### Supply network, run 1

Pins as bars on the die edge. Tap cells in gray.
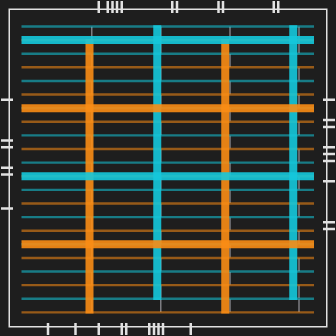
### Cell classes on the final placement, run 1

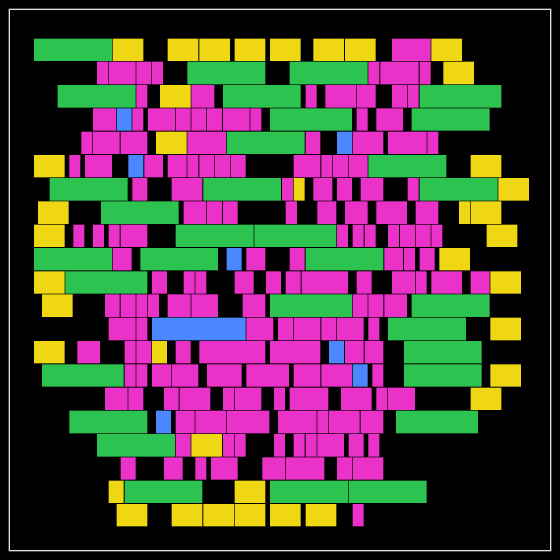
### Clock wires, drivers and flops, run 1

Scale bar: 20 µm.
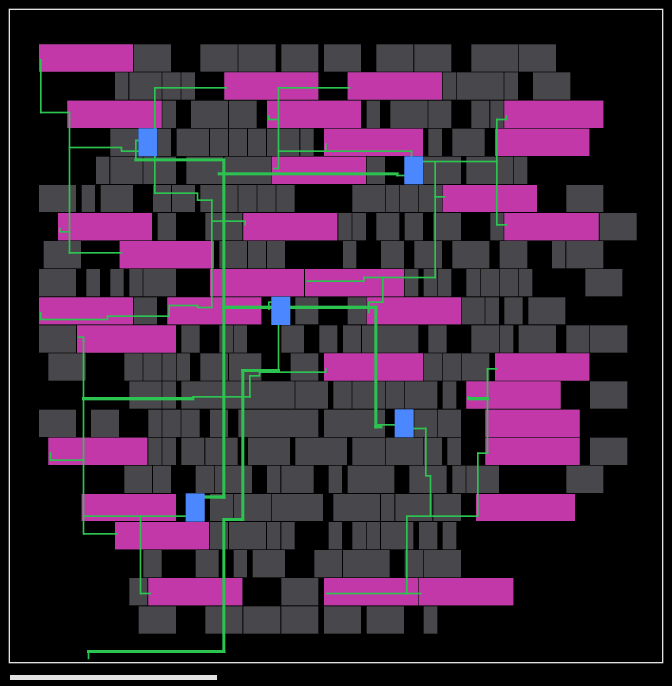
==> config.mk <==
export PLATFORM = sky130hd
export DESIGN_NAME = maze_session_ctrl
export DESIGN_NICKNAME = d
export VERILOG_FILES = /design/src/rtl/maze_session_ctrl.sv
export SDC_FILE = /design/constraint.sdc
export NUM_CORES = 1
export LEC_CHECK = 0
export CORE_MARGIN = 2
export CORE_UTILIZATION = 53
export CTS_BUF_LIST = sky130_fd_sc_hd__clkbuf_2
export DETAILED_ROUTE_END_ITERATION = 8
export GPL_TIMING_DRIVEN = 0
export PLACE_DENSITY = 0.89
export SLEW_MARGIN = 10
export SYNTH_ARGS = -nofsm -noshare
export SYNTH_HDL_FRONTEND = slang
export SYNTH_SLANG_ARGS = --single-unit
==> constraint.sdc <==
create_clock -name clock -period 2.66 [get_ports clock]
set_clock_uncertainty 0.1 [all_clocks]
set_input_delay 0.532 -clock clock [delete_from_list [all_inputs] [get_ports clock]]
set_output_delay 0.532 -clock clock [all_outputs]
set_load 0.03 [all_outputs]
==> metrics.yaml <==
run_status:
  status: "completed"
final_layout:
  fill_cells: 273
  largest_reg_flops: 12
  stdcell_area_um2: 2330
  final_cell_mix: "clkdlybuf4s50_1, nor2_1, dfrtp_1, nand2_1, a21oi_1"
  fin_nets: 249
  flop_area_um2: 810
  stdcell_count: 284
  diodes: 0
  layout_top_cell: "clkdlybuf4s50_1"
  drive_gt1_frac: 0.126
  mi_logic_area_um2: 1000
floorplan:
  core_region_area_um2: 3340
  dieArea_um2: 3990
  io-pin-count: 36
  fp_util: 0.555
synthesis:
  async_reset_ff_frac: 1.00
  aoi_share: 0.151
  syn-instance-count: 195
  synth_top_flop_cell: "dfrtp_1"
  edf_count: 0
  adder_share: 0.0405
  ys_cells: 195
  ys_ff: 32
  synthesis.area_um2: 1850
  syn_avg_cell_area_um2: 9.50
  floorplan.nets: 207
  simple_gate_share: 0.290
  ys_warn_count: 0
  synth.distinct_cells: 49
  synth_xor_xnor_area_share: 0.0331
  yosysChipArea_um2: 1850
timing:
  finalHoldViolCount: 0
  period_used_share: 0.943
  setup_viol: 0
  fin_crit_ps: 2510
  holdWs_ps: 42.6
  worst_pin_slew_ps: 721
  rsz0062_at_grt: "no"
  finalMaxSlewViolations: 0
cts:
  clkTransAtPathRegs_ps: 180
  cts_setup_buffers: 0
  clockBufferDepth: 2
  htree_levels: 2
  hold_buffers: 0
  cts_resized: 0
  cts.sinks: 32
routing:
  ant_nets: 0
  met2_length_um: 1910
  first_iter_violations: 112
  met1_length_um: 1970
  vias: 1664
  drt-vias-per-instance: 5.86
  drt-pass1-iter-count: 4
  routed.top_layer: "met4"
  wire_per_inst_um: 14.9
  wl_um: 4220
critical_path:
  crit_path_end_kind: "flop"
  crit_arrival_ps: 2700
  critPathMaxFanout: 10
  start_kind: "flop"
  r2r_cells: 8
  critPathRequiredTime_ps: 2860
  path_class: "flop to flop"
power:
  irDropWorstVdd_mv: 0.397
  powerDensity_nw_per_um2: 768
  p_leak_nw: 0.947
grt:
  antenna_found_initial: 0
  grt_max_degree: 33
  grt_usage: 0.230
  grt_overflow: 0
  grt_pass1_wl_um: 7180
  grt_pass1_vias: 1535
placed_design:
  dp.final_hpwl_um: 2950
  dp_cells: 276
  gp_congestion: 0.819
job:
  warning_count: 29
  cap_violations: 0
-- 'Supply network' (at the start) --
[VDD] cyan
[VSS] orange
signal pins: 36
met1 rails: 22
Vert. Die Dim: 63.1 µm
Die Width: 63.1 µm

-- 'Cell classes on the final placement' (at the start) --
[clock drivers and dummy loads] blue | cells: 8 | share of their area: 2.9%
[flops] green | cells: 32 | share of their area: 36%
[other buffers and delay cells] yellow | cells: 38 | share of their area: 16%
[combinational and other logic] magenta | cells: 160 | share of their area: 46%
Seq area share: 0.348
Row Count: 21

-- 'Clock wires, drivers and flops' (at the start) --
[flip-flops] magenta | count: 32
[clock wires] green | length: 449 µm
[clock drivers] blue | count: 5
flops lie: spread over the die
routed clock nets: 6
worst skew pair latency: 400 ps
Clk. pwr: 343 µW
Clk pwr share: 0.192

==> run 1: worst max-delay path, stage by stage (launching register included) <==
cell and delay (ps):
dfrtp_1 450, inv_1 110, ha_1 140, or4b_2 670, nor4_4 320, a21oi_2 130, buf_2 210, nor2_1 210
nor3_1 90
==> run 1: per-layer routing <==
metal	GRT usage	up-vias
met5	0	-
met4	0.111	0
met3	0.0375	7
met2	0.342	55
met1	0.327	808
li1	-	794
==> run 1: cells in the mapped netlist (2+ instances only) <==
cell type | count | area, µm²
o21ai_0 | 9 | 45.0
nand4_1 | 3 | 18.8
nor4bb_1 | 2 | 20.0
a31oi_1 | 3 | 18.8
or3b_2 | 2 | 17.5
dfrtp_1 | 25 | 626
ha_1 | 6 | 75.1
nand3_1 | 6 | 30.0
o21bai_1 | 3 | 22.5
inv_1 | 10 | 37.5
nand2b_1 | 2 | 12.5
mux2i_1 | 4 | 40.0
nor4_1 | 2 | 12.5
xnor2_1 | 7 | 61.3
clkbuf_1 | 2 | 7.51
nor3b_1 | 4 | 30.0
nand3b_1 | 2 | 15.0
nor3_1 | 10 | 50.1
nor2_1 | 26 | 97.6
a21oi_1 | 11 | 55.1
dfstp_2 | 7 | 184
or4b_4 | 2 | 27.5
nor4b_1 | 4 | 35.0
nor2b_1 | 4 | 25.0
a211o_1 | 2 | 17.5
nand2_1 | 14 | 52.6
==> run 1: power breakdown <==
group          switching (mW)  internal, mW  total [mW]  leakage, nW
logic                   0.460         0.290       0.750        0.494
clock network           0.182         0.162       0.343       0.0430
registers               0.115         0.580       0.695        0.410
total                   0.756          1.03        1.79        0.947
==> run 1: metrics by stage <==
step                power (mW)  setup slack, ps  setup TNS, ps
floorplan                 1.16              190              0
global placement          1.42            -96.5           -214
detailed placement        1.44             -115           -318
CTS                       1.78              148              0
global route              1.90             32.8              0
finish                    1.79              152              0
==> run 1: layout make-up <==
| type | instances | share of cell area |
|---|---|---|
| Tap cell | 46 | 0.0247 |
| Timing Repair Buffer | 35 | 0.148 |
| Sequential cell | 32 | 0.348 |
| Inverter | 10 | 0.0161 |
| Multi-Input combinational cell | 150 | 0.430 |
| Clock inverter | 2 | 0.0151 |
| Buffer | 3 | 0.00538 |
| Clock buffer | 6 | 0.0129 |
==> run 1: kinds of logic (layout without fill, tap and decap cells) <==
family	Yosys count	after routing
fa+ha+maj	6	6
xor+xnor	7	7
flops	32	32
compound gates	42	42
mux	4	4
simple gates	91	91
buf+inv	13	56
Power is estimated from default activity; no workload was simulated.
